File: src/rtl/mips32_pkg.sv
// Shared encodings for the mips32 run/load sequencer: command codes, error codes and FSM states.
package mips32_pkg;

  localparam logic [1:0] CMD_LOAD  = 2'b00;
  localparam logic [1:0] CMD_RUN   = 2'b01;
  localparam logic [1:0] CMD_STEP  = 2'b10;
  localparam logic [1:0] CMD_ABORT = 2'b11;

  localparam logic [1:0] ERR_NONE  = 2'b00;
  localparam logic [1:0] ERR_OVF   = 2'b01;
  localparam logic [1:0] ERR_WDOG  = 2'b10;
  localparam logic [1:0] ERR_ILL   = 2'b11;

  // Opcode the core decodes as hlt.
  localparam logic [5:0] HALT_OP = 6'b111111;

  typedef enum logic [2:0] {
    StIdle,
    StLoad,
    StClr,
    StRun,
    StStep,
    StHalted
  } state_e;

endpackage

File: src/rtl/mips32_imem_loader.sv
// Instruction-memory loader: write pointer, word count, end-of-memory flag and registered
// write port.
module mips32_imem_loader #(
  parameter int unsigned IMEM_DEPTH = 1024,
  localparam int unsigned AW = $clog2(IMEM_DEPTH)
) (
  input  logic          i_clk,
  input  logic          i_rst_n,
  input  logic          i_start,
  input  logic          i_wr_en,
  input  logic [31:0]   i_wr_data,
  output logic          o_at_end,
  output logic          o_imem_we,
  output logic [AW-1:0] o_imem_addr,
  output logic [31:0]   o_imem_wdata,
  output logic [AW:0]   o_load_cnt
);

  logic [AW-1:0] r_ptr;
  logic [AW:0]   r_cnt;
  logic          r_imem_we;
  logic [AW-1:0] r_imem_addr;
  logic [31:0]   r_imem_wdata;

  always_ff @(posedge i_clk or negedge i_rst_n) begin
    if (!i_rst_n) begin
      r_ptr        <= '0;
      r_cnt        <= '0;
      r_imem_we    <= 1'b0;
      r_imem_addr  <= '0;
      r_imem_wdata <= '0;
    end else begin
      r_imem_we <= i_wr_en;
      if (i_start) begin
        r_ptr <= '0;
        r_cnt <= '0;
      end else if (i_wr_en) begin
        r_imem_addr  <= r_ptr;
        r_imem_wdata <= i_wr_data;
        r_ptr        <= r_ptr + AW'(1);
        r_cnt        <= r_cnt + (AW + 1)'(1);
      end
    end
  end

  // The word accepted at this pointer is the last one that fits.
  assign o_at_end     = (r_ptr == AW'(IMEM_DEPTH - 1));
  assign o_imem_we    = r_imem_we;
  assign o_imem_addr  = r_imem_addr;
  assign o_imem_wdata = r_imem_wdata;
  assign o_load_cnt   = r_cnt;

endmodule

File: src/rtl/mips32_run_ctrl.sv
// Run/load sequencer for the mips32 core: loads instruction memory, then clears and enables
// the core until halt, watchdog expiry or abort, with single-step support.
module mips32_run_ctrl
  import mips32_pkg::*;
#(
  parameter int unsigned IMEM_DEPTH = 1024,
  parameter int unsigned CNT_W      = 32,
  parameter int unsigned MAX_CYCLES = 2 ** 20,
  localparam int unsigned AW = $clog2(IMEM_DEPTH)
) (
  input  logic             i_clk,
  input  logic             i_rst_n,
  input  logic             i_cmd_valid,
  input  logic [1:0]       i_cmd_op,
  output logic             o_cmd_ready,
  input  logic             i_ld_valid,
  input  logic             i_ld_last,
  input  logic [31:0]      i_ld_data,
  output logic             o_ld_ready,
  output logic             o_imem_we,
  output logic [AW-1:0]    o_imem_addr,
  output logic [31:0]      o_imem_wdata,
  output logic             o_core_clr,
  output logic             o_core_en,
  input  logic             i_core_hlt,
  output logic             o_busy,
  output logic             o_done,
  output logic [1:0]       o_err,
  output logic [AW:0]      o_load_cnt,
  output logic [CNT_W-1:0] o_cycle_cnt
);

  state_e             r_state, w_state_nxt;
  logic [1:0]         r_err, w_err_nxt;
  logic [CNT_W-1:0]   r_cycle_cnt;
  logic               w_cnt_clr, w_cnt_inc, w_ld_start, w_at_end, w_wdog;
  logic               w_cmd_fire, w_ld_fire;

  assign w_cmd_fire = i_cmd_valid & o_cmd_ready;
  assign w_ld_fire  = i_ld_valid & o_ld_ready;
  assign w_wdog     = (r_cycle_cnt == CNT_W'(MAX_CYCLES - 1));

  mips32_imem_loader #(
    .IMEM_DEPTH (IMEM_DEPTH)
  ) u_loader (
    .i_clk        (i_clk),
    .i_rst_n      (i_rst_n),
    .i_start      (w_ld_start),
    .i_wr_en      (w_ld_fire),
    .i_wr_data    (i_ld_data),
    .o_at_end     (w_at_end),
    .o_imem_we    (o_imem_we),
    .o_imem_addr  (o_imem_addr),
    .o_imem_wdata (o_imem_wdata),
    .o_load_cnt   (o_load_cnt)
  );

  always_ff @(posedge i_clk or negedge i_rst_n) begin
    if (!i_rst_n) begin
      r_state     <= StIdle;
      r_err       <= ERR_NONE;
      r_cycle_cnt <= '0;
    end else begin
      r_state <= w_state_nxt;
      r_err   <= w_err_nxt;
      if (w_cnt_clr) begin
        r_cycle_cnt <= '0;
      end else if (w_cnt_inc && (r_cycle_cnt != '1)) begin
        r_cycle_cnt <= r_cycle_cnt + CNT_W'(1);
      end
    end
  end

  always_comb begin
    w_state_nxt = r_state;
    w_err_nxt   = r_err;
    w_cnt_clr   = 1'b0;
    w_cnt_inc   = 1'b0;
    w_ld_start  = 1'b0;
    unique case (r_state)
      StIdle, StHalted: begin
        if (w_cmd_fire) begin
          case (i_cmd_op)
            CMD_LOAD: begin
              w_state_nxt = StLoad;
              w_ld_start  = 1'b1;
              w_err_nxt   = ERR_NONE;
            end
            CMD_RUN: begin
              w_state_nxt = StClr;
              w_err_nxt   = ERR_NONE;
            end
            CMD_STEP: begin
              if (r_state == StIdle) w_state_nxt = StStep;
              else                   w_err_nxt   = ERR_ILL;
            end
            default: w_state_nxt = StIdle;
          endcase
        end
      end
      StLoad: begin
        if (w_cmd_fire) begin
          if (i_cmd_op == CMD_ABORT)     w_state_nxt = StIdle;
          else if (i_cmd_op != CMD_LOAD) w_err_nxt   = ERR_ILL;
        end
        // A word accepted alongside ABORT is still written by the loader.
        if (w_ld_fire) begin
          if (i_ld_last) begin
            w_state_nxt = StIdle;
          end else if (w_at_end) begin
            w_state_nxt = StIdle;
            w_err_nxt   = ERR_OVF;
          end
        end
      end
      StClr: begin
        w_cnt_clr   = 1'b1;
        w_state_nxt = StRun;
      end
      StRun: begin
        w_cnt_inc = 1'b1;
        if (w_cmd_fire && (i_cmd_op == CMD_ABORT)) begin
          w_state_nxt = StIdle;
        end else begin
          if (w_cmd_fire) w_err_nxt = ERR_ILL;
          // A genuine halt beats a coincident watchdog expiry.
          if (i_core_hlt) begin
            w_state_nxt = StHalted;
          end else if (w_wdog) begin
            w_state_nxt = StHalted;
            w_err_nxt   = ERR_WDOG;
          end
        end
      end
      StStep: begin
        w_cnt_inc   = 1'b1;
        w_state_nxt = i_core_hlt ? StHalted : StIdle;
      end
      default: w_state_nxt = StIdle;
    endcase
  end

  always_comb begin
    o_cmd_ready = 1'b0;
    o_ld_ready  = 1'b0;
    o_core_clr  = 1'b0;
    o_core_en   = 1'b0;
    o_busy      = 1'b0;
    o_done      = 1'b0;
    unique case (r_state)
      StIdle:   o_cmd_ready = 1'b1;
      StLoad: begin
        o_cmd_ready = 1'b1;
        o_ld_ready  = 1'b1;
        o_busy      = 1'b1;
      end
      StClr: begin
        o_core_clr = 1'b1;
        o_busy     = 1'b1;
      end
      StRun: begin
        o_cmd_ready = 1'b1;
        o_core_en   = 1'b1;
        o_busy      = 1'b1;
      end
      StStep: begin
        o_core_en = 1'b1;
        o_busy    = 1'b1;
      end
      StHalted: begin
        o_cmd_ready = 1'b1;
        o_done      = 1'b1;
      end
      default: ;
    endcase
  end

  assign o_err       = r_err;
  assign o_cycle_cnt = r_cycle_cnt;

endmodule
File: config.mk
export PLATFORM = sky130hd
export DESIGN_NAME = mips32_run_ctrl
export DESIGN_NICKNAME = d
export VERILOG_FILES = /design/src/rtl/mips32_pkg.sv /design/src/rtl/mips32_imem_loader.sv /design/src/rtl/mips32_run_ctrl.sv
export SDC_FILE = /design/constraint.sdc
export NUM_CORES = 1
export LEC_CHECK = 0
export CAP_MARGIN = 40
export CORE_ASPECT_RATIO = 0.5
export CORE_MARGIN = 2
export CORE_UTILIZATION = 39
export CTS_CLUSTER_SIZE = 16
export DETAILED_ROUTE_END_ITERATION = 16
export PLACE_DENSITY_LB_ADDON = 0.05
export SETUP_SLACK_MARGIN = 0.15
export SLEW_MARGIN = 10
export SYNTH_ARGS = -nofsm -noshare
export SYNTH_HDL_FRONTEND = slang
export SYNTH_SLANG_ARGS = --single-unit
export TNS_END_PERCENT = 10
File: constraint.sdc
create_clock -name i_clk -period 2.8 [get_ports i_clk]
set_clock_uncertainty 0.05 [all_clocks]
set_input_delay 0.56 -clock i_clk [delete_from_list [all_inputs] [get_ports i_clk]]
set_output_delay 0.56 -clock i_clk [all_outputs]
set_load 0.01 [all_outputs]
==> out/results.tsv, run 1 <==
metric	value	unit
coreArea	12550	µm²
dr_wl_met2	5681	µm
comb_share	33.63	%
path_depth	5	
final_nets	727	
dieArea	13700	µm²
adder_share	0.7560	%
arrival	1.93	ns
cts_made_buffers	9	
seq_share	37.28	%
setup_viol	0	
cpMaxStageDelayCell	clkdlybuf4s50_1	
critPathCapture	o_ld_ready	
buffers	143	
ant_nets	0	
cts_resized	1	
fp-utilization	39.55	%
globalRouteMet2Util	30.03	%
comb_cells	415	
min_path_type	in2async	
cap_violations	0	
setup_tns	0	ns
period_minus_slack	2.537	ns
top_layer_used	met4	
synthDistinctLibCells	57	
place_ws	0.4232	ns
logic_area	2282	µm²
r2r-end	o_cycle_cnt[31]	
crit_fanout	11	
xor_area_share	5.116	%
root_buffer	clkbuf_16	
syn2layout_area_growth	36.69	%
grt_pass1_wl	21670	µm
max_freq	394.2	MHz
run_status	finished clean	
gr-total-overflow	0	
dp_cells	843	
synthCells	556	
finalHoldViolations	0	
clock_area_share	4.314	%
wl_met1	6124	µm
r2r_slack	0.45	ns
cts.sinks	101	
grt_max_degree	45	
diodes	0	
cts_tree	yes	
syn_area_per_cell	8.929	µm²
clk_latency	0.35	ns
dp_hpwl	8745	µm
cpPeakStageDelay	0.55	ns
synth_area	4965	µm²
edf_count	0	
rsz0062_at_grt	false	
drt_first_pass_iters	5	
antenna_found_initial	0	
critPathLaunchType	register	
layout_setup_ws	0.2634	ns
cp.buffers_inverters	3	
dominant_cells	sequential cells	
ff2ff_path_depth	6	
n_all_inverters	14	
top_usage_layer	met2	
die_w	163.6	µm
## run 1: report_power, final
part,internal (W),switching (W)
clock,0.000628,0.000622
combinational,0.00101,0.00100
sequential,0.00181,0.000294
total,0.00344,0.00192
## run 1: synth_stat cells (2+ instances only)
| cell type | n | area, µm² |
|---|---|---|
| ha_1 | 3 | 37.54 |
| nor4_2 | 2 | 25.02 |
| xnor2_1 | 17 | 148.9 |
| nor2_1 | 42 | 157.7 |
| a21oi_1 | 18 | 90.09 |
| mux2i_1 | 5 | 50.05 |
| or2_2 | 2 | 12.51 |
| dfrtp_1 | 101 | 2527 |
| a22o_1 | 3 | 26.28 |
| nor3_1 | 8 | 40.04 |
| a221oi_1 | 3 | 26.28 |
| and2_1 | 4 | 25.02 |
| clkbuf_1 | 18 | 67.56 |
| nand2b_1 | 8 | 50.05 |
| nand3_1 | 21 | 105.1 |
| xor2_1 | 12 | 105.1 |
| inv_1 | 12 | 45.04 |
| nor4_1 | 9 | 56.30 |
| a31oi_1 | 2 | 12.51 |
| o211ai_1 | 6 | 45.04 |
| nand2_1 | 153 | 574.3 |
| inv_2 | 2 | 7.510 |
| o31ai_1 | 5 | 37.54 |
| o21ai_0 | 19 | 95.09 |
| buf_1 | 4 | 15.01 |
| nand4_1 | 13 | 81.33 |
| a211oi_1 | 4 | 30.03 |
| and4_1 | 6 | 52.55 |
| and3_1 | 7 | 43.79 |
| buf_4 | 2 | 15.01 |
| or3_1 | 11 | 68.82 |
| or4_1 | 2 | 15.01 |
| a311oi_1 | 6 | 52.55 |
| nand3b_1 | 3 | 22.52 |
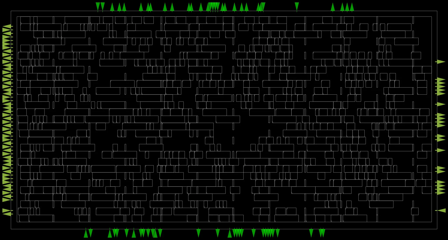
Fig. 1. Placed standard cells (run 1).
# Taps: 170
fin cells: 859

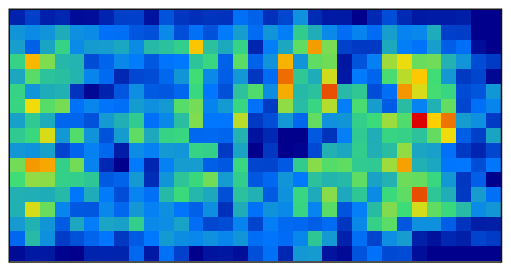
Fig. 2. Signal metal coverage by tile (run 1).
Drawn at 3 px/µm. The die is cut into 33 by 17 equal tiles; dark blue is low, red is high, scaled to the fullest tile. Values are wire area over tile area, all layers added.
nearly empty tiles	4.1%
tiles over half the peak	14%
fullest tile	0.48
mean over tiles	0.15
densest ninth of the die	east
DRT Wirelength: 12780 µm
WL per Instance: 14.88 µm
Total GRT Usage: 19.91%
vias after detailed routing: 4352

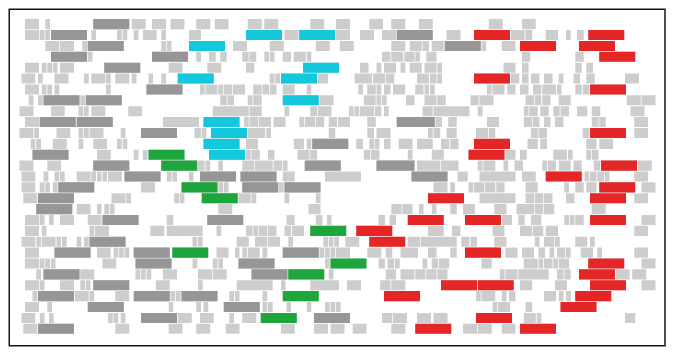
Fig. 3. Where the registers sit (run 1).
Drawn at 4 px/µm. Other sequential cells in the stronger grey, the rest of the logic in the fainter grey.
name in the netlist	colour	flops
`o_cycle_cnt`	red	32
`u_loader.o_load_cnt`	cyan	11
`u_loader.o_imem_addr`	green	10

--- run 2 (diff from run 1) ---
--- a/config.mk
+++ b/config.mk
@@ -11,6 +11,7 @@
 export CORE_UTILIZATION = 39
 export CTS_CLUSTER_SIZE = 16
 export DETAILED_ROUTE_END_ITERATION = 16
+export DONT_BUFFER_PORTS = 1
 export PLACE_DENSITY_LB_ADDON = 0.05
 export SETUP_SLACK_MARGIN = 0.15
 export SLEW_MARGIN = 10
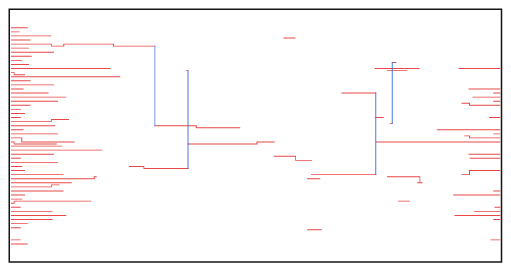
Fig. 4. Wiring by layer (run 2).
Drawn at 3 px/µm. Two of the layers only.
layer	colour	wire length
metal 4	blue	107 µm
metal 3	red	1050 µm
DRT Wirelength: 12030 µm
WL per Instance: 16.52 µm
Total GRT Usage: 18.60%

==> run 2 against run 1 <==
  * The flow now finishes with violations (hold timing)
  * Sequential cell count unchanged
  * Global-route usage decreased by 1.3 points
  * Clock power about the same
  * Sequential share of layout area increased by 9.1 points
  * Critical path type is now reg2reg
  * Highest routed layer unchanged
==> out/results.tsv, run 2 <==
metric	value	unit	change
run_status	finished, violations left		was finished clean
violations	hold timing		
path_depth	6		was 5
min_path_type	in2async		unchanged
p_switching	0.001780	W	was 0.001916 W
cts.sinks	101		unchanged
drt_first_pass_iters	6		was 5
arrival	2.64	ns	was 1.93 ns
grt_max_degree	102		was 45
dp_cells	712		was 843
ant_nets	0		unchanged
pg_clk	0.00125	W	about the same
dieArea	13700	µm²	unchanged
syn2layout_area_growth	9.854	%	was 36.69%
whs	-0.1501	ns	was 0.1363 ns
p_seq_share	48.5	%	was 39.2%
final_nets	596		was 727
grt_pass1_wl	20400	µm	was 21670 µm
vias	3859		was 4352
synthDistinctLibCells	57		unchanged
cp.buffers_inverters	0		was 3
p_int	0.002855	W	was 0.003442 W
cap_violations	0		unchanged
syn_area_per_cell	8.929	µm²	unchanged
pwr-share-clk	27.0	%	was 23.3%
finalHoldViolations	101		was 0
setup_tns	0	ns	unchanged
cts_resized	0		was 1
power_frac_comb	24.4	%	was 37.5%
dp_hpwl	8115	µm	was 8745 µm
cp-end-kind	register		was output pin
max_freq	412.0	MHz	was 394.2 MHz
powerSeq	0.00225	W	was 0.00210 W
place_ws	0.4016	ns	was 0.4232 ns
p_sw_share	38.41	%	was 35.76%
post-route-drc-count	0		unchanged
ff2ff_path_depth	6		unchanged
final_cell_count_no_fill	728		was 859
rsz0062_at_grt	false		unchanged
top_area_share	50.91	%	unchanged
die_w	163.6	µm	unchanged
layout_setup_ws	0.3730	ns	was 0.2634 ns
yosys_area	4965	µm²	unchanged
coreArea	12550	µm²	unchanged
gr-total-overflow	0		unchanged
fp-utilization	39.55	%	unchanged
period_minus_slack	2.427	ns	was 2.537 ns
synthTopCellsByCount	nand2_1 (153), dfrtp_1 (101), nor2_1 (42), nand3_1 (21), o21ai_0 (19)		unchanged
p_leak	2.494	nW	was 2.977 nW
clk_latency	0.35	ns	about the same
top_power_group	registers		unchanged
cts_tree	yes		unchanged
cpPeakStageDelay	0.48	ns	was 0.55 ns
critPathLaunchType	register		unchanged
cts_made_buffers	9		unchanged
drt_iter0_drc	281		was 228
root_buffer	clkbuf_16		unchanged
-- run 2: cell counts after synthesis --
No cell type changed its count.
-- run 2: worst register-to-register path, cell delays in order, from the launching register on --
cell     delay, ns
dfrtp_1       0.46
ha_1          0.26
and3_1        0.29
and2_0        0.28
a311o_1       0.48
or3_1         0.39
a21oi_1       0.15
-- run 2: path summary, 6_finish.rpt --
check	slack, ns	endpoint	start
worst max-delay path	0.37	o_cycle_cnt[23]	o_cycle_cnt[0]
worst min-delay path	-0.15	o_cycle_cnt[12]	i_rst_n
worst max register to register	0.37	o_cycle_cnt[23]	o_cycle_cnt[0]
worst min register to register	0.48	u_loader.o_imem_addr[8]	u_loader.r_ptr[8]
max in group asynchronous	2.67	u_loader.r_ptr[6]	i_rst_n
min in group i_clk	0.26	u_loader.o_imem_wdata[7]	i_ld_data[7]
-- run 2: routing by layer --
metal  track usage, %  vias up  part of all wire, %
li1                 -     1908                    -
met1            24.13     1837                   46
met2            29.08      104                   44
met3            8.048       10                  8.7
met4            3.828        0                 0.88
met5                0        -                    0
-- run 2: logic make-up (layout without fill, tap and decap cells) --
kind of cell / after synthesis / in the layout / synth area share (%)
AND-OR/OR-AND: 78 / 78 / 10.46
adder cells (fa/ha/maj): 3 / 3 / 0.7561
AND/OR/NAND/NOR: 299 / 299 / 28.30
XOR/XNOR: 29 / 29 / 5.116
flip-flops: 101 / 101 / 50.91
buffers and inverters: 40 / 42 / 3.225
multiplexers: 6 / 6 / 1.235
-- run 2: cell type report --
type | instances | area (µm²)
Fill cell | 1265 | 7101
Tap cell | 170 | 212.7
Sequential cell | 101 | 2527
Clock inverter | 6 | 65.06
Timing Repair Buffer | 12 | 90.09
Multi-Input combinational cell | 415 | 2277
Inverter | 14 | 52.55
Clock buffer | 10 | 229.0
Power and IR drop assume default switching activity.
